==> src/rtl/seg_capture.sv <==
// seg_capture: readback of a multiplexed 4-digit seven-segment bus.
// The synchronised {an_n, seg_n} must hold still for STABLE_CYCLES cycles.
// After that, the pattern on the selected digit is decoded into a hex
// nibble. Patterns that are not hex glyphs raise bad_glyph. frame_done
// pulses once every digit has been captured at least once.
// Optional decimal-point readback: define SEG_CAPTURE_DP_EN.
//
// state  | meaning
// SETTLE | waiting for the bus to stay unchanged long enough to capture
// HOLD   | pattern already captured; waiting for the bus to change
module seg_capture #(
    parameter int STABLE_CYCLES = 4,
    parameter int CNT_W         = 8
) (
    input  logic        clk,
    input  logic        rst_n,
    input  logic [6:0]  seg_n,
    input  logic [3:0]  an_n,
    input  logic        clr,
`ifdef SEG_CAPTURE_DP_EN
    input  logic        dp_n,
    output logic [3:0]  dp_valid,
`endif
    output logic [15:0] value,
    output logic [3:0]  digit_valid,
    output logic        frame_done,
    output logic        bad_glyph
);

`ifdef SEG_CAPTURE_DP_EN
    localparam int SW = 12;
`else
    localparam int SW = 11;
`endif
    localparam logic [CNT_W-1:0] CNT_LAST = CNT_W'(STABLE_CYCLES - 1);

    typedef enum logic [0:0] {SETTLE = 1'b0, HOLD = 1'b1} state_t;

    state_t           r_state;
    state_t           w_state_nxt;
    logic [CNT_W-1:0] r_cnt;
    logic [CNT_W-1:0] w_cnt_nxt;
    logic             w_capture;

    logic [SW-1:0]    w_in;
    logic [SW-1:0]    r_sync1;
    logic [SW-1:0]    r_sync2;
    logic [SW-1:0]    r_prev;
    logic             w_same;

    logic [3:0]       r_seen;
    logic [3:0]       w_sel;
    logic             w_onehot;
    logic [1:0]       w_idx;
    logic [6:0]       w_lit;
    logic [4:0]       w_dec;

`ifdef SEG_CAPTURE_DP_EN
    assign w_in = {dp_n, an_n, seg_n};
`else
    assign w_in = {an_n, seg_n};
`endif

    assign w_same   = (r_sync2 == r_prev);
    assign w_sel    = ~r_sync2[10:7];
    assign w_lit    = ~r_sync2[6:0];
    assign w_onehot = (w_sel != 4'd0) && ((w_sel & (w_sel - 4'd1)) == 4'd0);

    // Map lit segments abcdefg to {hit, code}; hit=0 means not a hex glyph.
    function automatic logic [4:0] decode_glyph(input logic [6:0] lit);
        logic [4:0] res;
        case (lit)
            7'b1111110: res = 5'h10;
            7'b0110000: res = 5'h11;
            7'b1101101: res = 5'h12;
            7'b1111001: res = 5'h13;
            7'b0110011: res = 5'h14;
            7'b1011011: res = 5'h15;
            7'b1011111: res = 5'h16;
            7'b1110000: res = 5'h17;
            7'b1111111: res = 5'h18;
            7'b1111011: res = 5'h19;
            7'b1110111: res = 5'h1A;
            7'b0011111: res = 5'h1B;
            7'b1001110: res = 5'h1C;
            7'b0111101: res = 5'h1D;
            7'b1001111: res = 5'h1E;
            7'b1000111: res = 5'h1F;
            default:    res = 5'h00;
        endcase
        return res;
    endfunction

    assign w_dec = decode_glyph(w_lit);

    // Digit index of the single selected anode (only used when one-hot).
    always_comb begin
        w_idx = 2'd0;
        case (w_sel)
            4'b0010: w_idx = 2'd1;
            4'b0100: w_idx = 2'd2;
            4'b1000: w_idx = 2'd3;
            default: w_idx = 2'd0;
        endcase
    end

    // Two-flop synchroniser followed by the compare register.
    always_ff @(posedge clk or negedge rst_n) begin
        if (!rst_n) begin
            r_sync1 <= '0;
            r_sync2 <= '0;
            r_prev  <= '0;
        end else begin
            r_sync1 <= w_in;
            r_sync2 <= r_sync1;
            r_prev  <= r_sync2;
        end
    end

    // FSM state and stability counter registers.
    always_ff @(posedge clk or negedge rst_n) begin
        if (!rst_n) begin
            r_state <= SETTLE;
            r_cnt   <= '0;
        end else begin
            r_state <= w_state_nxt;
            r_cnt   <= w_cnt_nxt;
        end
    end

    // Next state, counter, and the one-cycle capture strobe.
    always_comb begin
        w_state_nxt = r_state;
        w_cnt_nxt   = r_cnt;
        w_capture   = 1'b0;
        case (r_state)
            SETTLE: begin
                if (!w_same) begin
                    w_cnt_nxt = '0;
                end else if (r_cnt >= CNT_LAST) begin
                    w_capture   = 1'b1;
                    w_state_nxt = HOLD;
                end else begin
                    w_cnt_nxt = r_cnt + 1'b1;
                end
            end
            HOLD: begin
                if (!w_same) begin
                    w_state_nxt = SETTLE;
                    w_cnt_nxt   = '0;
                end
            end
            default: begin
                w_state_nxt = SETTLE;
                w_cnt_nxt   = '0;
            end
        endcase
        // clr wins over a capture due on the same edge
        if (clr) begin
            w_state_nxt = SETTLE;
            w_cnt_nxt   = '0;
            w_capture   = 1'b0;
        end
    end

    // Capture datapath: nibbles, valid bits, seen mask and pulses.
    always_ff @(posedge clk or negedge rst_n) begin
        if (!rst_n) begin
            value       <= '0;
            digit_valid <= '0;
            r_seen      <= '0;
            frame_done  <= 1'b0;
            bad_glyph   <= 1'b0;
`ifdef SEG_CAPTURE_DP_EN
            dp_valid    <= '0;
`endif
        end else begin
            frame_done <= 1'b0;
            bad_glyph  <= 1'b0;
            if (clr) begin
                value       <= '0;
                digit_valid <= '0;
                r_seen      <= '0;
`ifdef SEG_CAPTURE_DP_EN
                dp_valid    <= '0;
`endif
            end else if (w_capture && w_onehot) begin
                if (w_lit == 7'd0) begin
                    digit_valid[w_idx] <= 1'b0;
                end else if (w_dec[4]) begin
                    value[w_idx*4 +: 4] <= w_dec[3:0];
                    digit_valid[w_idx]  <= 1'b1;
                end else begin
                    digit_valid[w_idx] <= 1'b0;
                    bad_glyph          <= 1'b1;
                end
                if ((r_seen | w_sel) == 4'hF) begin
                    frame_done <= 1'b1;
                    r_seen     <= '0;
                end else begin
                    r_seen <= r_seen | w_sel;
                end
`ifdef SEG_CAPTURE_DP_EN
                dp_valid[w_idx] <= ~r_sync2[11];
`endif
            end
        end
    end

endmodule

==> config.mk <==
export PLATFORM = sky130hd
export DESIGN_NAME = seg_capture
export DESIGN_NICKNAME = d
export VERILOG_FILES = /design/src/rtl/seg_capture.sv
export SDC_FILE = /design/constraint.sdc
export NUM_CORES = 1
export LEC_CHECK = 0
export ABC_AREA = 1
export CORE_ASPECT_RATIO = 1.5
export CORE_MARGIN = 1.5
export CORE_UTILIZATION = 30
export DETAILED_ROUTE_END_ITERATION = 16
export PLACE_DENSITY = 0.5
export REMOVE_ABC_BUFFERS = 1
export SYNTH_ARGS = -nofsm -noshare
export SYNTH_HDL_FRONTEND = slang
export SYNTH_SLANG_ARGS = --single-unit
==> constraint.sdc <==
create_clock -name clk -period 2.6 [get_ports clk]
set_input_delay 0.52 -clock clk [delete_from_list [all_inputs] [get_ports clk]]
set_output_delay 0.52 -clock clk [all_outputs]
set_load 0.01 [all_outputs]
Run 1, signal wires by layer:
Only two layers are drawn.
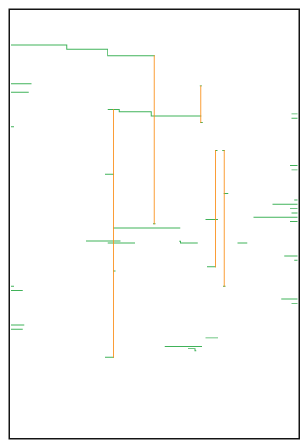
- green: M3 (wire length 230 µm)
- orange: M4 (wire length 222 µm)

Run 1, metal 2:
Scale bar: 20 µm.
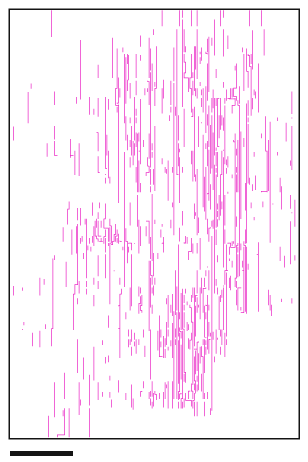
- share of all routed wire: 52%
- longest straight run: 55.1 µm
- nets with wire on the layer: 382
- wire length on this layer: 3860 µm

Run 1, placement view:
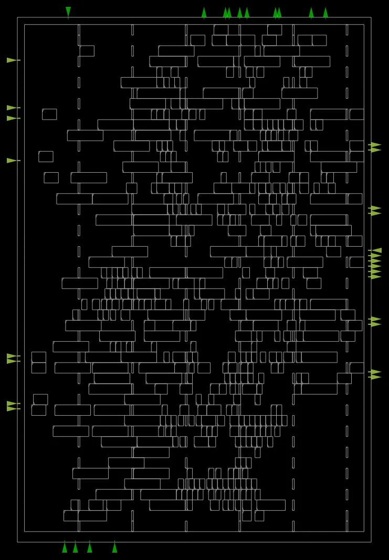
Seq/total area: 0.392
Flops: 68
# Taps: 150
Fillers: 1189
CORE AREA: 11400 µm²

Run 1, port wiring:
Scale bar: 20 µm.
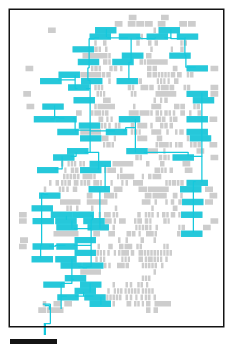
- cyan: rst_n (bits 1; direction input; edge bottom; end cells 68; wire 490 µm)

==> flow_summary.ini, run 1 <==
; generated from flow reports
[timing]
maxSlewViolCount = 0
fin_crit_sh = 0.913
slew_headroom = 0.721
min_period_ns = 2.37
rsz0062_at_grt = false
fin_worst_skew_ns = 0.00670

[logic_synthesis]
yosys_area_um2 = 3490
ys_seq_frac = 0.487
ys_sh_simple = 0.363
avgSynthCellArea_um2 = 8.28
area_leaders = dfrtp_1, nand2_1, nor2_1
aoi_share = 0.0355
edf_count = 0
yosys_cells = 422
flop_cell = dfrtp_1
common_cells = nand2_1, dfrtp_1, nor2_1
fa_ha_area_frac = 0.0322

[setup_path]
path_max_fanout = 9
r2r_setup_slack_ns = 0.23
cpMostUsedCell = nand2_1
crit_arrival_ns = 2.64
worstSetupPathDepth = 9
endpoint_kind = register
start_kind = register
r2r-start = r_sync2[9]$_DFF_PN0_
slowest_stage = dfrtp_1

[clocking]
cts_htree_levels = 3
clockBufferDepth = 2
cts_tree = done

[global_route]
grt_pass1_wl_um = 12700
busiest_layer = met2
use_met2 = 0.231
met3_usage = 0.0281
use_met1 = 0.146
grt_start_max_net_pins = 69

[route]
vias = 2793
wl_met3_um = 229
firstDrtPassIters = 5
ant_nets = 0
wl_um = 7360
vias_per_cell = 4.51
drcViolationCount = 0

[placed_design]
portBuffers = 35
placedCellCount = 603
place_congestion = 0.871
hpwl_um = 5620

[cells_and_area]
area_growth_syn_to_layout_pct = 24.3
post-route-util = 0.380
largest_reg_flops = 16
drive_above_1_share = 0.147
finalNonFillerCells = 619
regMostFlops = value

[pwr]
powerDensity_nw_per_um2 = 601

[die]
placementRows = 48
die_h_um = 135
fp_util = 0.306

[outcome]
status = finished clean

[flow_run]
warnings = 32
[run 1: cell type report]
class	instances	area [µm²]	area share
Sequential cell	68	1700	0.392
Multi-Input combinational cell	300	1570	0.361
Timing Repair Buffer	38	380	0.0876
Clock buffer	9	225	0.0519
Tap cell	150	188	0.0432
Inverter	47	180	0.0415
Clock inverter	7	98.8	0.0228
[run 1: report_power, final]
part / total (mW) / internal (mW) / switching [mW]
sequential: 1.11 / 1.09 / 0.0247
clock: 1.30 / 0.841 / 0.461
combinational: 0.197 / 0.0669 / 0.130
[run 1: metrics by stage]
step	hold WS, ns	worst slack (ns)	cell area (µm²)
finish	0.191	0.227	4340
global route	0.226	0.0119	4340
floorplan	0.224	0.531	3440
global placement	0.333	0.341	4010
detailed placement	0.335	0.230	4010
CTS	0.212	0.217	4340
Run 1, sequential cells coloured by netlist name:
Other sequential cells in the stronger grey, the rest of the logic in the fainter grey.
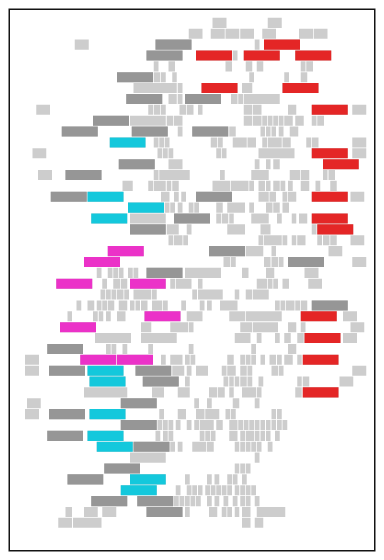

--- run 2 (diff from run 1) ---
Settings changed: CAP_MARGIN set to 20, HOLD_SLACK_MARGIN set to 0.15.
Clock period 2.6 ns to 2.35 ns, I/O delays scaled along.
Run 2, sequential cells coloured by netlist name:
Other sequential cells in the stronger grey, the rest of the logic in the fainter grey.
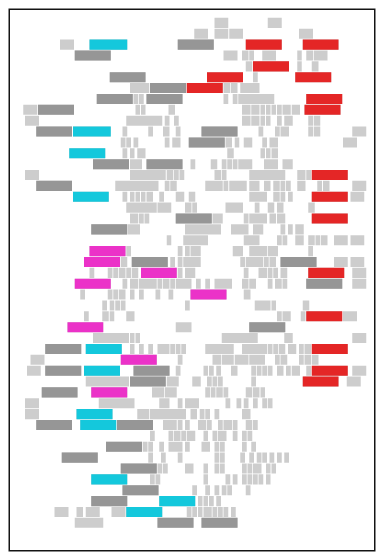
- cyan: r_sync2 (sequential cells 11)
- red: value (sequential cells 16)
- magenta: r_cnt (sequential cells 8; where middle left)

Run 2, signal wires by layer:
Only two layers are drawn.
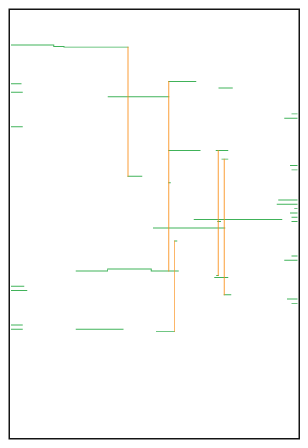
- green: M3 (wire length 264 µm)
- orange: M4 (wire length 212 µm)

Run 2, metal 2:
Scale bar: 20 µm.
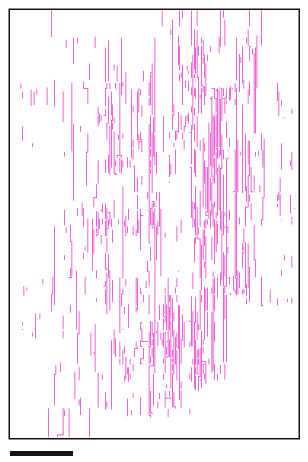
- nets with wire on the layer: 377
- share of all routed wire: 52%

==> run 2 against run 1 <==
  * Register-to-register slack is essentially flat
  * Global-route usage is 0.16 points lower
  * Fmax is 12% higher
  * Non-clock buffer count rose by 4
  * First-iteration DRC count down 27%
  * Critical path depth up 4
  * Final cell count is 0.65% higher
==> flow_summary.ini, run 2 <==
; generated from flow reports
[outcome]
status = finished clean

[pwr]
clk-power_mw = 1.48
combinationalPowerShare = 0.076
powerDensity_nw_per_um2 = 670
cell_internal_pwr_mw = 2.27
p_sw_frac = 0.227
power_switching_uw = 665
top_power_group = clock
seq_power_mw = 1.23
clkPwrFrac = 0.505
p_comb_uw = 222

[setup_path]
slowest_stage = dfrtp_2
worstSetupPathDepth = 13
cpMostUsedCell = nand2_1
crit_arrival_ns = 2.39
r2r-start = r_sync2[8]$_DFF_PN0_
endpoint_kind = register
start_kind = register
r2r_setup_slack_ns = 0.23

[global_route]
grt_start_max_net_pins = 69
busiest_layer = met2
grt_pass1_wl_um = 12600
use_met1 = 0.143
use_met2 = 0.233
met3_usage = 0.0297

[placed_design]
hpwl_um = 5560
portBuffers = 35

[logic_synthesis]
aoi_share = 0.0355
yosys_area_um2 = 3490
ys_seq_frac = 0.487
avgSynthCellArea_um2 = 8.28
yosys_cells = 422
ys_sh_simple = 0.363
edf_count = 0
common_cells = nand2_1, dfrtp_1, nor2_1
area_leaders = dfrtp_1, nand2_1, nor2_1
flop_cell = dfrtp_1

[route]
wl_met3_um = 263
vias = 2788
wl_um = 7420
firstDrtPassIters = 4
ant_nets = 0
drcViolationCount = 0

[timing]
rsz0062_at_grt = false
fin_crit_sh = 0.904
slew_headroom = 0.726
fin_worst_skew_ns = 0.00307
min_period_ns = 2.12

[cells_and_area]
largest_reg_flops = 16
regArea_um2 = 1700
drive_above_1_share = 0.156
fillCellCount = 1175
post-route-util = 0.384

[die]
placementRows = 48
die_h_um = 135
fp_util = 0.306

[clocking]
cts_htree_levels = 3
cts_tree = done
-- run 2: final cells by class --
cell class                 count  area share
tap                          150      0.0428
clock inverter                 5      0.0191
sequential                    68       0.389
multi-input combinational    300       0.358
clock buffer                  11      0.0577
timing repair buffer          42      0.0937
inverter                      47      0.0403
-- run 2: metrics by stage --
stage	instance area (µm²)	hold slack, ns	power (mW)	setup WS (ns)	cells
after floorplan	3440	0.174	1.38	0.281	415
after global placement	4040	0.333	1.47	0.314	607
after detailed placement	4040	0.335	1.48	0.250	607
after CTS	4380	0.169	2.99	0.218	623
after global routing	4380	0.177	3.07	0.0219	623
final	4380	0.146	2.93	0.225	623
Power and IR drop assume default switching activity.
